--- config.mk ---
export PLATFORM = sky130hd
export DESIGN_NAME = run_seq_tx
export DESIGN_NICKNAME = d
export VERILOG_FILES = /design/src/rtl/run_seq_tx.sv
export SDC_FILE = /design/constraint.sdc
export NUM_CORES = 1
export LEC_CHECK = 0
export ABC_AREA = 0
export CAP_MARGIN = 5
export CORE_ASPECT_RATIO = 1.2
export CORE_UTILIZATION = 30
export CTS_CLUSTER_SIZE = 12
export DETAILED_ROUTE_END_ITERATION = 6
export PLACE_DENSITY = 0.5
export SYNTH_ARGS = -nofsm -noshare
export SYNTH_HDL_FRONTEND = slang
export SYNTH_SLANG_ARGS = --single-unit
--- constraint.sdc ---
create_clock -name clk -period 2.8 [get_ports clk]
set_input_delay 0.42 -clock clk [delete_from_list [all_inputs] [get_ports clk]]
set_output_delay 0.42 -clock clk [all_outputs]
set_load 0.02 [all_outputs]
--- src/rtl/run_seq_tx.sv ---
// run_seq_tx: serial test-pattern transmitter for the consecutive-bit run detector.
// Loads a parallel word and shifts bits [L-1:0] out MSB-first, one bit every
// tick_div+1 clocks, repeating the word rep extra times with no gap between passes.
// Optional feature macro RUN_SEQ_TX_EXPECT_EN: when defined, a built-in run model
// predicts the detector flag (exp_z) for every emitted bit; when undefined, exp_z is 0.
module run_seq_tx #(
  parameter int DATA_W  = 16,
  parameter int LEN_W   = 5,
  parameter int DIV_W   = 24,
  parameter int RUN_LEN = 4
) (
  input  logic              clk,
  input  logic              aclr,
  input  logic              start,
  input  logic [DATA_W-1:0] data,
  input  logic [LEN_W-1:0]  len,
  input  logic [3:0]        rep,
  input  logic [DIV_W-1:0]  tick_div,
  output logic              w_out,
  output logic              w_valid,
  output logic              busy,
  output logic              done,
  output logic              exp_z
);

  localparam logic [1:0] S_IDLE  = 2'd0;
  localparam logic [1:0] S_SHIFT = 2'd1;
  localparam logic [1:0] S_DONE  = 2'd2;

  localparam logic [LEN_W-1:0] LEN_MAX = LEN_W'(DATA_W);

  logic [1:0]        r_state;
  logic [DATA_W-1:0] r_shreg;
  logic [DATA_W-1:0] r_word;      // word as loaded, already MSB-aligned, for repeats
  logic [LEN_W-1:0]  r_len_m1;    // effective length minus one
  logic [LEN_W-1:0]  r_bit_cnt;
  logic [3:0]        r_rep_cnt;
  logic [DIV_W-1:0]  r_div;
  logic [DIV_W-1:0]  r_div_cnt;

  logic [LEN_W-1:0]  w_len_eff;
  logic [LEN_W-1:0]  w_shamt;
  logic [DATA_W-1:0] w_load;
  logic              w_tick;
  logic              w_last_bit;

  // Effective length, aligned load word and bit-period tick.
  always_comb begin
    w_len_eff = LEN_MAX;
    if ((len == LEN_W'(0)) || (len > LEN_MAX)) begin
      w_len_eff = LEN_MAX;
    end else begin
      w_len_eff = len;
    end
    w_shamt    = LEN_MAX - w_len_eff;
    w_load     = data << w_shamt;
    w_tick     = (r_state == S_SHIFT) && (r_div_cnt == r_div);
    w_last_bit = (r_bit_cnt == r_len_m1);
  end

  // Job sequencer: capture on start, shift on tick, reload for repeats, finish.
  always_ff @(posedge clk or negedge aclr) begin
    if (!aclr) begin
      r_state   <= S_IDLE;
      r_shreg   <= '0;
      r_word    <= '0;
      r_len_m1  <= '0;
      r_bit_cnt <= '0;
      r_rep_cnt <= 4'd0;
      r_div     <= '0;
      r_div_cnt <= '0;
    end else begin
      case (r_state)
        S_IDLE: begin
          if (start) begin
            r_state   <= S_SHIFT;
            r_shreg   <= w_load;
            r_word    <= w_load;
            r_len_m1  <= w_len_eff - LEN_W'(1);
            r_rep_cnt <= rep;
            r_div     <= tick_div;
            r_bit_cnt <= '0;
            r_div_cnt <= '0;
          end
        end
        S_SHIFT: begin
          if (w_tick) begin
            r_div_cnt <= '0;
            if (!w_last_bit) begin
              r_shreg   <= r_shreg << 1;
              r_bit_cnt <= r_bit_cnt + LEN_W'(1);
            end else if (r_rep_cnt != 4'd0) begin
              r_rep_cnt <= r_rep_cnt - 4'd1;
              r_shreg   <= r_word;
              r_bit_cnt <= '0;
            end else begin
              r_state <= S_DONE;
            end
          end else begin
            r_div_cnt <= r_div_cnt + DIV_W'(1);
          end
        end
        S_DONE: begin
          r_state <= S_IDLE;
        end
        default: begin
          r_state <= S_IDLE;
        end
      endcase
    end
  end

  assign w_out   = (r_state == S_SHIFT) & r_shreg[DATA_W-1];
  assign w_valid = w_tick;
  assign busy    = (r_state == S_SHIFT);
  assign done    = (r_state == S_DONE);

`ifdef RUN_SEQ_TX_EXPECT_EN
  localparam int RUN_W = $clog2(RUN_LEN + 1);
  localparam logic [RUN_W-1:0] RUN_MAX = RUN_W'(RUN_LEN);

  logic [RUN_W-1:0] r_run;        // 0 means no bit sent yet in this job
  logic             r_last;
  logic             r_exp_z;
  logic [RUN_W-1:0] w_run_nxt;

  // Next run length: restart on first bit or on a bit change, else saturate.
  always_comb begin
    w_run_nxt = RUN_W'(1);
    if ((r_run == RUN_W'(0)) || (w_out != r_last)) begin
      w_run_nxt = RUN_W'(1);
    end else if (r_run == RUN_MAX) begin
      w_run_nxt = RUN_MAX;
    end else begin
      w_run_nxt = r_run + RUN_W'(1);
    end
  end

  // Run model state: cleared at job start, updated on each emitted bit, held otherwise.
  always_ff @(posedge clk or negedge aclr) begin
    if (!aclr) begin
      r_run   <= '0;
      r_last  <= 1'b0;
      r_exp_z <= 1'b0;
    end else if ((r_state == S_IDLE) && start) begin
      r_run   <= '0;
      r_last  <= 1'b0;
      r_exp_z <= 1'b0;
    end else if (w_tick) begin
      r_run   <= w_run_nxt;
      r_last  <= w_out;
      r_exp_z <= (w_run_nxt == RUN_MAX);
    end
  end

  assign exp_z = r_exp_z;
`else
  assign exp_z = 1'b0;
`endif

endmodule
### Signal wires on met3, run 1

Scale bar: 50 microns.
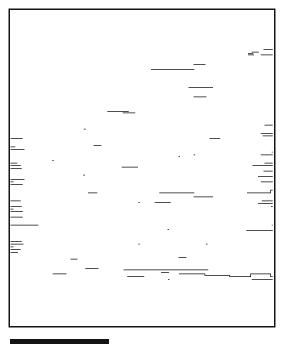
main direction: horizontal
share of all routed wire: 2.7%
wire length on this layer: 465 microns
longest straight run: 42.3 microns

### Sequential cells grouped by signal name, run 1

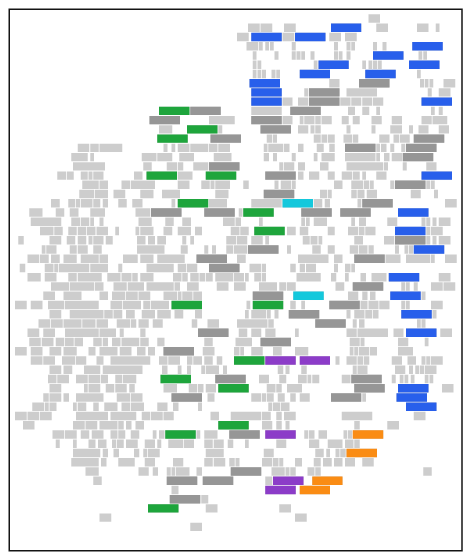
[`r_rep_cnt`] orange | placed flops: 4 | where: bottom right
[`r_word`] green | placed flops: 16
[`r_state`] cyan | placed flops: 2
[`r_div`] blue | placed flops: 24
[`r_bit_cnt`] purple | placed flops: 5 | where: bottom middle
not coloured: 45

==> results.cfg, run 1 <==
; physical design summary
[finish]
flops = 96
lay_top_count = nand2_1
utilization_pct = 41.9
num-fill-cells = 1973
lay_top_cells = 127 x nand2_1, 96 x dfrtp_1, 66 x buf_4
diodes = 0
comb_cells = 533
final_nets = 860
comb-cell-share_pct = 46.5

[clock_tree]
cts_tree = done
post_cts_buffers = 18

[pwr]
maxPowerGroup = sequential cells
p_leak_nw = 3.84
p_sw_share_pct = 26.5
power.density_nw_per_um2 = 414
comb_power_share_pct = 25.7
ir_worst_vdd_mv = 0.280

[worst_setup_path]
cp_max_fo = 4
r2r_cells = 8
worst-setup-path-type = input port to flip-flop
r2r_slack_ns = 0.37
critPathMaxStageDelay_ns = 0.54
crit_required_ns = 3.03
worstSetupStartpointType = input port
crit_arrival_ns = 3.29
crit_path_end_kind = flip-flop

[drt]
drc_errors = 0
m1WireLength_microns = 7550

[synthesis]
synthTopCellsByArea = dfrtp_1 39%, nand2_1 7.9%, mux2i_1 6.2%
top_cell_area_share_pct = 39.0
syn_inst = 685
yosys.area.top_type = dfrtp_1
async_flop_share_pct = 100
ys_seq_share_pct = 39.0
flop_cell = dfrtp_1
synthXorXnorAreaFrac_pct = 7.22

[global_route]
grt_pass1_wl_microns = 27500
grtUsageMet3_pct = 2.27
overflow = 0
antenna_found_initial = 0

[final_timing]
fmax_mhz = 328
finalHoldViolCount = 0
period_needed_ns = 3.05
setup_slack_ns = -0.252
setup_viol = 20
whs_ns = 0.152
finalSetupTns_ns = -2.38

[status]
status = finished, violations left
violations = setup timing

[die]
tap_cells = 265
design.core.area_sq_um = 20200
pin_count = 57

[place]
dp_cells = 1026
place_area_sq_um = 7400

[job]
maxCapViolations = 0
### Metal 2, run 1

Cells faint in the background.
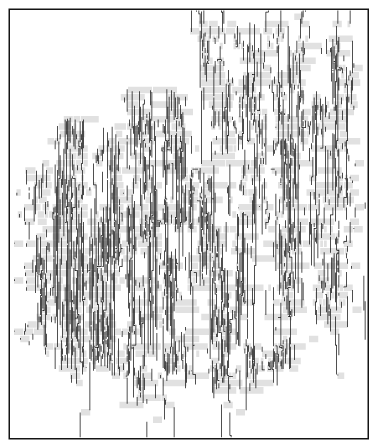
main direction: vertical
longest straight run: 74.8 microns
share of all routed wire: 52%
wire length on this layer: 9020 microns

### Gate families picked out, run 1

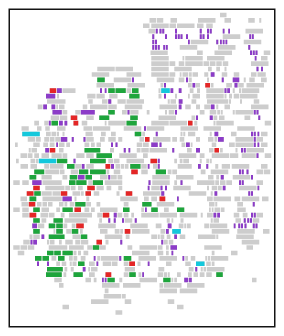
[multiplexers] green | cells: 61 | most used: mux2i_1
[AND-OR and OR-AND gates] red | cells: 27 | most used: a21o_1
[NAND gates] purple | cells: 177 | most used: nand2_1 | where: all over the die
[adder and majority cells] cyan | cells: 5 | most used: ha_1

==> run 1 -> run 2 <==
Settings changed: CORE_UTILIZATION 30 to 45, PLACE_DENSITY 0.5 to 0.68, TNS_END_PERCENT set to 30.
Clock period 2.8 ns to 3.78 ns, I/O delays scaled along.
### Metal 2, run 2

Cells faint in the background.
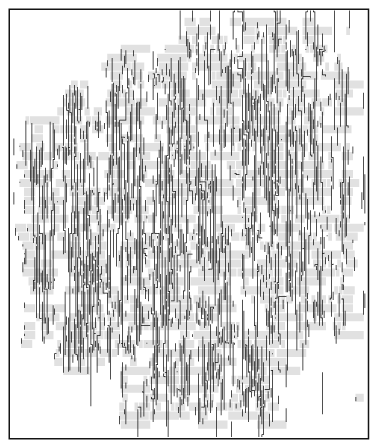
main direction: vertical
nets with wire on the layer: 681
longest straight run: 57.1 microns
share of all routed wire: 52%
wire length on this layer: 7870 microns

==> run 2 against run 1 <==
  * The run now ends clean
  * Highest routed layer unchanged
  * Combinational power fell by 53%
  * Final cell count fell by 13%
  * Critical path depth down 2
  * Via count fell by 3.1%
  * Routed wire length shrank 12%
  * Clock skew decreased by 0.0029 ns
  * Sequential cell count did not move
  * Global-route usage grew 6.6 points
==> results.cfg, run 2 <==
; physical design summary
[synthesis]
async_flop_share_pct = 100
top_cell_area_share_pct = 39.0
yosys.area_share.simple_pct = 22.6
edf_count = 0
ys_seq_share_pct = 39.0
synthTopCellsByArea = dfrtp_1 39%, nand2_1 7.9%, mux2i_1 6.2%
yosys.area.top_type = dfrtp_1
flop_cell = dfrtp_1
synth_nets = 742
syn_inst = 685
aoi_share_pct = 14.7
synthXorXnorAreaFrac_pct = 7.22

[final_timing]
setup_viol = 0
finalSetupTns_ns = 0
period_needed_ns = 3.62
setup_slack_ns = 0.156
whs_ns = 0.196
finalHoldViolCount = 0
fmax_mhz = 276

[job]
maxCapViolations = 0
warnings = 26

[worst_setup_path]
crit_arrival_ns = 3.87
crit_path_end_kind = flip-flop
r2r_slack_ns = 1.04
crit_required_ns = 4.02
critPathMaxStageDelay_ns = 0.57
worstSetupStartpointType = input port
crit_buf_inv = 2
startpoint = len[1]
cp_max_fo = 7
crit_chain = clkdlybuf4s50_1 -> or4_4 -> ha_4 -> and2b_2 -> inv_2 -> ha_2 -> mux2_2 -> o21ai_0 -> nor2_1 -> or3_1 -> a41o_1
r2r_cells = 7
worst-setup-path-type = input port to flip-flop

[pwr]
power.density_nw_per_um2 = 323
power.total_mw = 2.37
p_sw_share_pct = 26.1
maxPowerGroup = sequential cells
ir_worst_vdd_mv = 0.238
p_leak_nw = 3.41
comb_power_share_pct = 18.0

[status]
status = finished, final reports clean

[finish]
final_nets = 812
comb_cells = 533
diodes = 0
comb-cell-share_pct = 47.5
lay_top_cells = 128 x nand2_1, 96 x dfrtp_1, 54 x clkdlybuf4s50_1
mi_logic_area_sq_um = 3490
lay_top_count = nand2_1
utilization_pct = 55.3
num-fill-cells = 1225
flops = 96

[drt]
ant_nets = 0
highest-signal-layer = met4
drc_errors = 0
dr.pass1.iters = 5
m1WireLength_microns = 6510
dr.first_iter.drc_count = 252

[die]
design.core.area_sq_um = 13300
pin_count = 57
tap_cells = 168
fp-utilization_pct = 46.3

[clock_tree]
clk_pin_slew_ns = 0.07
post_cts_buffers = 0
clock_path_buffers = 2
cts_tree = done

[global_route]
grtUsageMet3_pct = 1.80
overflow = 0
grt_use_total_pct = 23.0
antenna_found_initial = 0
grt_max_degree = 59

[place]
dpl.hpwl_microns = 11100
dp_cells = 912
place_area_sq_um = 7050
==> run 2 -> run 3 <==
Settings changed: MAX_ROUTING_LAYER set to met4.
### Gate families picked out, run 3

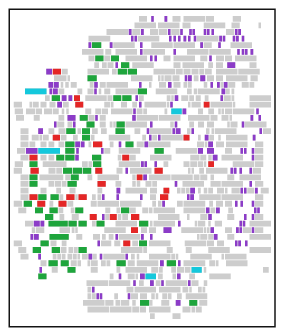
[NAND gates] purple | cells: 177 | most used: nand2_1 | where: all over the die
[AND-OR and OR-AND gates] red | cells: 27 | most used: a21o_1
[adder and majority cells] cyan | cells: 5 | most used: ha_1
[multiplexers] green | cells: 61 | most used: mux2i_1

==> run 3 against run 2 <==
  * Core utilization barely moved
  * Maximum frequency rose by 0.91%
  * Global-route usage rose by 0.79 points
  * Via count rose by 0.27%
  * Die area did not move
  * Synthesized cell count did not move
  * Highest routed layer unchanged
  * Non-clock buffer count rose by 1
==> results.cfg, run 3 <==
; physical design summary
[status]
status = finished, final reports clean

[finish]
lay_top_count = nand2_1
comb_cells = 533
flops = 96
diodes = 0
utilization_pct = 55.3
lay_top_cells = 128 x nand2_1, 96 x dfrtp_1, 54 x clkdlybuf4s50_1
mi_logic_area_sq_um = 3510
comb-cell-share_pct = 47.8
num-fill-cells = 1207

[synthesis]
async_flop_share_pct = 100
flop_cell = dfrtp_1
ys_seq_share_pct = 39.0
edf_count = 0
top_cell_area_share_pct = 39.0
synthXorXnorAreaFrac_pct = 7.22
synthTopCellsByArea = dfrtp_1 39%, nand2_1 7.9%, mux2i_1 6.2%
yosys.area_share.simple_pct = 22.6
yosys.area.top_type = dfrtp_1
syn_inst = 685

[worst_setup_path]
crit_buf_inv = 3
crit_path_end_kind = flip-flop
crit_required_ns = 4.02
cp_max_fo = 6
crit_arrival_ns = 3.83
worstSetupStartpointType = input port
r2r_slack_ns = 1.09
crit_chain = clkdlybuf4s50_1 -> or4_4 -> ha_4 -> and2b_2 -> inv_2 -> ha_4 -> buf_4 -> xnor2_4 -> mux2i_1 -> a21oi_1 -> a32o_1 -> or3_1 -> a41o_1
critPathMaxStageDelay_ns = 0.56

[global_route]
grt_max_degree = 59
overflow = 0
grt_use_total_pct = 23.8
grtUsageMet3_pct = 3.00
antenna_found_initial = 0

[pwr]
maxPowerGroup = sequential cells
power.density_nw_per_um2 = 313
ir_worst_vdd_mv = 0.230
power.total_mw = 2.30
comb_power_share_pct = 18.8
p_leak_nw = 3.41
p_sw_share_pct = 26.7

[place]
dpl.hpwl_microns = 11400
dp_cells = 913

[die]
pin_count = 57
fp-utilization_pct = 46.3
tap_cells = 168

[final_timing]
finalHoldViolCount = 0
setup_slack_ns = 0.189
fmax_mhz = 278
whs_ns = 0.168
finalSetupTns_ns = 0

[drt]
dr.pass1.iters = 4
ant_nets = 0
drc_errors = 0
m1WireLength_microns = 6530
dr.first_iter.drc_count = 291

[job]
maxCapViolations = 0

[clock_tree]
clock_path_buffers = 2
clk_pin_slew_ns = 0.07

## Gallery

Routing congestion map.
(a)
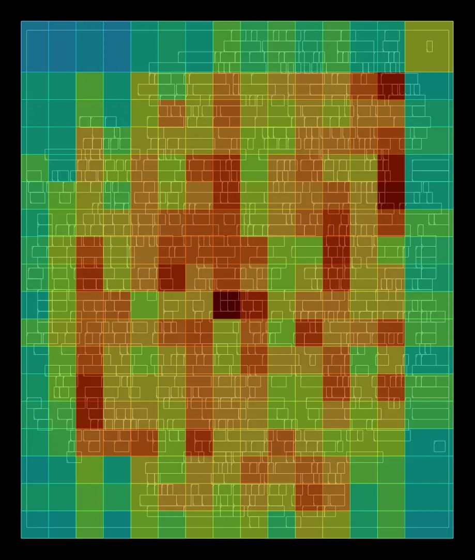
(b)
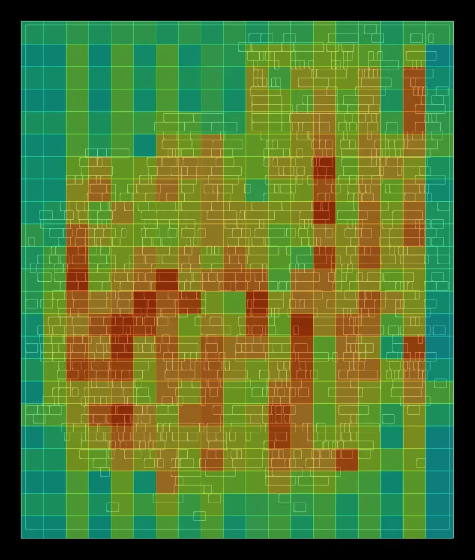
- highest utilization: (a)
- highest track usage: (a)
| from | picture |
|---|---|
| run 3 | (a) |
| run 1 | (b) |

No activity file was given, so power comes from the tool's default toggle rates.
